==> images/clk_routes.png <==
Bar = 50 microns.
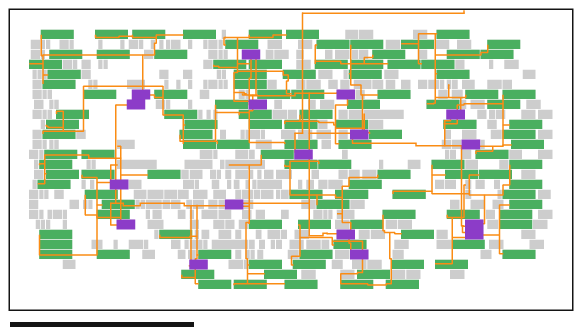
==> images/clocks.png <==
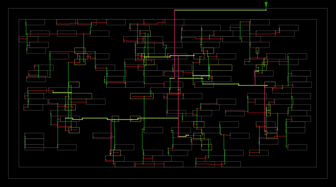
==> images/placement_by_type.png <==
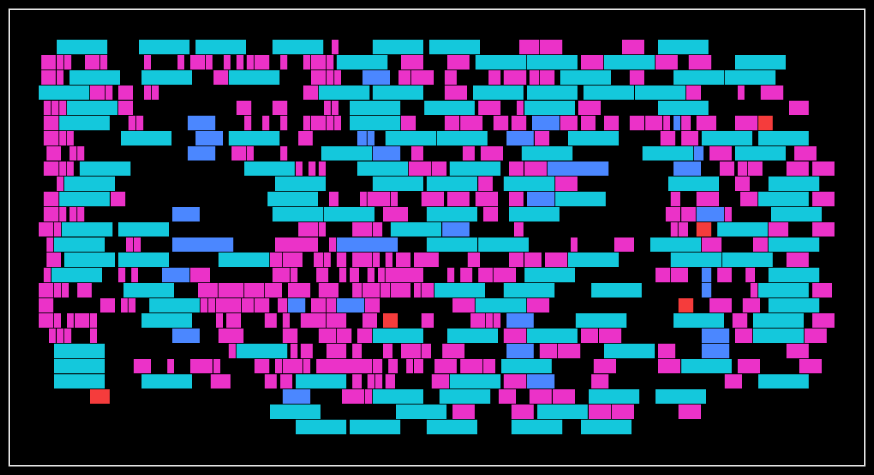
### src/rtl/ddr_ctl1_sequencer_pkg.sv
// Shared opcodes, state encoding and lane helpers for the DdrCtl1 request sequencer.
// Revision: 1.0
`default_nettype none

package ddr_ctl1_sequencer_pkg;

  localparam int INST_W = 12;

  localparam logic [3:0] OP_NOP = 4'h0;
  localparam logic [3:0] OP_LA0 = 4'h1;
  localparam logic [3:0] OP_LA1 = 4'h2;
  localparam logic [3:0] OP_LA2 = 4'h3;
  localparam logic [3:0] OP_LA3 = 4'h4;
  localparam logic [3:0] OP_LD0 = 4'h5;
  localparam logic [3:0] OP_LD1 = 4'h6;
  localparam logic [3:0] OP_LD2 = 4'h7;
  localparam logic [3:0] OP_LD3 = 4'h8;
  localparam logic [3:0] OP_RDP = 4'h9;
  localparam logic [3:0] OP_WRP = 4'hA;

  typedef logic [2:0] state_t;

  localparam state_t ST_IDLE      = 3'd0;
  localparam state_t ST_ADDR      = 3'd1;
  localparam state_t ST_DATA      = 3'd2;
  localparam state_t ST_ISSUE     = 3'd3;
  localparam state_t ST_WAIT_BUSY = 3'd4;
  localparam state_t ST_WAIT_DONE = 3'd5;
  localparam state_t ST_RESP      = 3'd6;

  function automatic logic [3:0] la_op(input logic [1:0] idx);
    case (idx)
      2'd0:    return OP_LA0;
      2'd1:    return OP_LA1;
      2'd2:    return OP_LA2;
      default: return OP_LA3;
    endcase
  endfunction

  function automatic logic [3:0] ld_op(input logic [1:0] idx);
    case (idx)
      2'd0:    return OP_LD0;
      2'd1:    return OP_LD1;
      2'd2:    return OP_LD2;
      default: return OP_LD3;
    endcase
  endfunction

  // Lowest set lane at or above start: {found, lane}.
  function automatic logic [2:0] next_lane(input logic [3:0] mask, input logic [2:0] start);
    logic [2:0] r;
    r = 3'b000;
    for (int i = 3; i >= 0; i--) begin
      if (i >= int'(start) && mask[i]) r = {1'b1, 2'(i)};
    end
    return r;
  endfunction

endpackage

`default_nettype wire

### src/rtl/ddr_ctl1_seq_timeout.sv
// Loadable down-counter; expire_o marks the final cycle of the wait window.
// Revision: 1.0
`default_nettype none

module ddr_ctl1_seq_timeout #(
  parameter int unsigned TIMEOUT = 4
) (
  input  logic clock_i,
  input  logic reset_i,
  input  logic load_i,
  input  logic dec_i,
  output logic expire_o
);

  localparam int CNT_W = $clog2(TIMEOUT + 1);

  logic [CNT_W-1:0] count_q;

  always_ff @(posedge clock_i or posedge reset_i) begin
    if (reset_i) begin
      count_q <= '0;
    end else if (load_i) begin
      count_q <= CNT_W'(TIMEOUT);
    end else if (dec_i && count_q != '0) begin
      count_q <= count_q - CNT_W'(1);
    end
  end

  assign expire_o = dec_i && (count_q == CNT_W'(1));

endmodule

`default_nettype wire

### src/rtl/ddr_ctl1_sequencer.sv
// Serialises 32-bit page requests into the DdrCtl1 {opcode,imm8} stream and reports completion.
// Optional address cache: define DDR_CTL1_SEQ_ADDR_CACHE_EN. Revision: 1.0
`default_nettype none

module ddr_ctl1_sequencer
  import ddr_ctl1_sequencer_pkg::*;
#(
  parameter int unsigned BUSY_TIMEOUT = 4
) (
  input  logic              clock_i,
  input  logic              reset_i,
  input  logic              req_valid_i,
  output logic              req_ready_o,
  input  logic              req_write_i,
  input  logic [31:0]       req_addr_i,
  input  logic [31:0]       req_data_i,
  output logic              rsp_valid_o,
  output logic [31:0]       rsp_data_o,
  output logic [INST_W-1:0] inst_o,
  output logic              inst_en_o,
  input  logic [31:0]       ctl_page_i,
  input  logic              ctl_ready_i
);

  state_t            state_q, state_d;
  logic [1:0]        byte_q, byte_d;
  logic [31:0]       addr_q, addr_d;
  logic [31:0]       data_q, data_d;
  logic              write_q, write_d;
  logic              req_ready_q, req_ready_d;
  logic              rsp_valid_q, rsp_valid_d;
  logic [31:0]       rsp_data_q, rsp_data_d;
  logic [INST_W-1:0] inst_q, inst_d;
  logic              inst_en_q, inst_en_d;
  logic [2:0]        w_lane;
  logic [3:0]        w_mask_acc, w_mask_cur;
  logic              w_expire;

  ddr_ctl1_seq_timeout #(
    .TIMEOUT (BUSY_TIMEOUT)
  ) u_timeout (
    .clock_i  (clock_i),
    .reset_i  (reset_i),
    .load_i   (state_q == ST_ISSUE),
    .dec_i    (state_q == ST_WAIT_BUSY),
    .expire_o (w_expire)
  );

`ifdef DDR_CTL1_SEQ_ADDR_CACHE_EN
  logic [31:0] cache_q;
  logic        cache_vld_q;

  always_ff @(posedge clock_i or posedge reset_i) begin
    if (reset_i) begin
      cache_q     <= '0;
      cache_vld_q <= 1'b0;
    end else if (state_q == ST_ISSUE) begin
      cache_q     <= addr_q;
      cache_vld_q <= 1'b1;
    end
  end

  always_comb begin
    w_mask_acc = '0;
    w_mask_cur = '0;
    for (int i = 0; i < 4; i++) begin
      w_mask_acc[i] = !cache_vld_q || (req_addr_i[8*i +: 8] != cache_q[8*i +: 8]);
      w_mask_cur[i] = !cache_vld_q || (addr_q[8*i +: 8] != cache_q[8*i +: 8]);
    end
  end
`else
  assign w_mask_acc = 4'hF;
  assign w_mask_cur = 4'hF;
`endif

  always_comb begin
    state_d    = state_q;
    byte_d     = byte_q;
    addr_d     = addr_q;
    data_d     = data_q;
    write_d    = write_q;
    rsp_data_d = rsp_data_q;
    w_lane     = 3'b000;
    case (state_q)
      ST_IDLE: begin
        if (req_valid_i && req_ready_q) begin
          addr_d  = req_addr_i;
          data_d  = req_data_i;
          write_d = req_write_i;
          w_lane  = next_lane(w_mask_acc, 3'd0);
          if (w_lane[2]) begin
            state_d = ST_ADDR;
            byte_d  = w_lane[1:0];
          end else begin
            byte_d  = 2'd0;
            state_d = req_write_i ? ST_DATA : ST_ISSUE;
          end
        end
      end
      ST_ADDR: begin
        w_lane = next_lane(w_mask_cur, {1'b0, byte_q} + 3'd1);
        if (w_lane[2]) begin
          byte_d = w_lane[1:0];
        end else begin
          byte_d  = 2'd0;
          state_d = write_q ? ST_DATA : ST_ISSUE;
        end
      end
      ST_DATA: begin
        byte_d = byte_q + 2'd1;
        if (byte_q == 2'd3) state_d = ST_ISSUE;
      end
      ST_ISSUE: state_d = ST_WAIT_BUSY;
      ST_WAIT_BUSY: begin
        if (!ctl_ready_i) begin
          state_d = ST_WAIT_DONE;
        end else if (w_expire) begin
          state_d    = ST_RESP;
          rsp_data_d = write_q ? 32'h0 : ctl_page_i;
        end
      end
      ST_WAIT_DONE: begin
        if (ctl_ready_i) begin
          state_d    = ST_RESP;
          rsp_data_d = write_q ? 32'h0 : ctl_page_i;
        end
      end
      ST_RESP: state_d = ST_IDLE;
      default: state_d = ST_IDLE;
    endcase
  end

  // Outputs are decoded from the next state so they line up with state_q after the edge.
  always_comb begin
    req_ready_d = (state_d == ST_IDLE) && ctl_ready_i;
    rsp_valid_d = (state_d == ST_RESP);
    inst_en_d   = 1'b1;
    case (state_d)
      ST_ADDR:  inst_d = {la_op(byte_d), addr_d[{byte_d, 3'b000} +: 8]};
      ST_DATA:  inst_d = {ld_op(byte_d), data_d[{byte_d, 3'b000} +: 8]};
      ST_ISSUE: inst_d = {(write_d ? OP_WRP : OP_RDP), 8'h00};
      default: begin
        inst_d    = {OP_NOP, 8'h00};
        inst_en_d = 1'b0;
      end
    endcase
  end

  always_ff @(posedge clock_i or posedge reset_i) begin
    if (reset_i) begin
      state_q     <= ST_IDLE;
      byte_q      <= '0;
      addr_q      <= '0;
      data_q      <= '0;
      write_q     <= 1'b0;
      req_ready_q <= 1'b0;
      rsp_valid_q <= 1'b0;
      rsp_data_q  <= '0;
      inst_q      <= {OP_NOP, 8'h00};
      inst_en_q   <= 1'b0;
    end else begin
      state_q     <= state_d;
      byte_q      <= byte_d;
      addr_q      <= addr_d;
      data_q      <= data_d;
      write_q     <= write_d;
      req_ready_q <= req_ready_d;
      rsp_valid_q <= rsp_valid_d;
      rsp_data_q  <= rsp_data_d;
      inst_q      <= inst_d;
      inst_en_q   <= inst_en_d;
    end
  end

  assign req_ready_o = req_ready_q;
  assign rsp_valid_o = rsp_valid_q;
  assign rsp_data_o  = rsp_data_q;
  assign inst_o      = inst_q;
  assign inst_en_o   = inst_en_q;

endmodule

`default_nettype wire

### config.mk
export PLATFORM = sky130hd
export DESIGN_NAME = ddr_ctl1_sequencer
export DESIGN_NICKNAME = d
export VERILOG_FILES = /design/src/rtl/ddr_ctl1_sequencer_pkg.sv /design/src/rtl/ddr_ctl1_seq_timeout.sv /design/src/rtl/ddr_ctl1_sequencer.sv
export SDC_FILE = /design/constraint.sdc
export NUM_CORES = 1
export LEC_CHECK = 0
export CAP_MARGIN = 20
export CORE_ASPECT_RATIO = 0.5
export CORE_MARGIN = 5
export CORE_UTILIZATION = 54
export CTS_BUF_LIST = sky130_fd_sc_hd__clkbuf_8
export DETAILED_ROUTE_END_ITERATION = 6
export DONT_BUFFER_PORTS = 1
export PLACE_DENSITY = 0.75
export SLEW_MARGIN = 20
export SYNTH_ARGS = -nofsm -noshare
export SYNTH_HDL_FRONTEND = slang
export SYNTH_HIERARCHICAL = 1
export SYNTH_SLANG_ARGS = --single-unit
### constraint.sdc
create_clock -name clock_i -period 4.6 [get_ports clock_i]
set_input_delay 0.46 -clock clock_i [delete_from_list [all_inputs] [get_ports clock_i]]
set_output_delay 0.46 -clock clock_i [all_outputs]
set_load 0.02 [all_outputs]
==> results.toml <==
# generated from flow reports
[outcome]
status = "completed"

[routing]
wl_met3_microns = 871
vias = 3489
drcViolationCount = 0
drt-pass1-iter-count = 6
ant_nets = 0
wirelength_mm = 11.9
vias_per_cell = 5.64

[final_timing]
fin_ws_ns = 1.53
rsz0062_at_grt = "false"
hold_viol_final = 0

[global_routing]
grt_pass1_vias = 3595

[critical_path]
r2r_slack_ns = 1.53
critical_path.slowest_cell = "inv_1"
critPathTopFamily = "buffers and inverters"
worstReg2RegStart = "state_q[2]$_DFF_PP0_"

[die]
dieWidth_microns = 153
dieHeight_microns = 81.4

[clocking]
htreeDepth = 4
cts_resized = 0

[place]
dpl.hpwl_mm = 8.25
port_buffers = 0
place_congestion = 0.779

[flow_run]
maxCapViolCount = 0

[cells_and_area]
area_delta_synth_final_pct = 8.45
fin_cells = 619
finish.instance_area_sq_um = 5980

[synthesis]
logic_family = "simple AND/OR/NAND/NOR gates"
ys_sh_xor = 0.00159
netlist_area_sq_um = 5510
compound_area_frac = 0.107
ys_cells = 471

[pwr]
p_leak_nw = 2.75
Notes on clk_routes.png above:
Key: clock drivers = purple [count 17]; flip-flops = green [count 120]; clock wires = orange [length 1,500 microns]
There are 18 routed clock nets.
Setup Skew: 0.0111 ns
P_clk: 992 uW

Notes on clocks.png above:
CLK BUF: 21
worst-skew pair later-pin latency: 0.43 ns
flop count: 120
Sink Count: 120
CTS Buf Count: 17

Notes on placement_by_type.png above:
Key: remaining buffers and delay cells = red [cells 5]; combinational and other logic = magenta [cells 323]; clock drivers and dummy loads = blue [cells 31]; sequential cells = cyan [cells 120]
final core utilization: 0.593
Site Rows: 26

cell usage in the layout, fill, tap and decap left out, drive strengths merged, types with 2 or more instances in the layout:
| cell | count |
|---|---|
| and3 | 2 |
| mux2i | 12 |
| a21oi | 6 |
| or2 | 7 |
| and2 | 4 |
| o21bai | 2 |
| a221oi | 7 |
| o21a | 2 |
| nor3b | 2 |
| nor3 | 4 |
| buf | 4 |
| o211ai | 17 |
| nand3 | 3 |
| nor2 | 8 |
| and2b | 3 |
| nand2 | 76 |
| inv | 21 |
| mux2 | 57 |
| bufinv | 3 |
| a22oi | 8 |
| clkbuf | 21 |
| clkinv | 5 |
| dfrtp | 120 |
| ha | 5 |
| a21o | 8 |
| a21boi | 2 |
| nor2b | 2 |
| o211a | 2 |
| nand3b | 32 |
| a2bb2oi | 7 |
| o21ai | 12 |
state kept, by name, indices dropped and copies added (netlist names):
name,cells
addr_q,32
data_q,32
rsp_data_o,32
inst_o,12
state_q,3
u_timeout/count_q,3
byte_q,2
inst_en_o,1
req_ready_o,1
rsp_valid_o,1
write_q,1
layer usage:
layer,vias to the layer above,track usage
li1,1641,-
met1,1731,0.241
met2,104,0.317
met3,13,0.0732
met4,0,0.0684
met5,-,0
area by class of cell:
class                   instances  area (sq um)  area share
clock inverters                10           126      0.0211
well taps                     140           175      0.0293
multi-input cells             304          2270       0.379
clock buffers                  21           289      0.0484
flip-flops and latches        120          3000       0.503
repair buffers                  5          40.0     0.00670
inverters                      19          76.3      0.0128
where the power goes:
part / internal [mW] / switching, mW / total [mW]
sequential: 1.56 / 0.509 / 2.06
clock: 0.584 / 0.408 / 0.992
combinational: 0.717 / 0.828 / 1.54
Power and IR drop assume default switching activity.
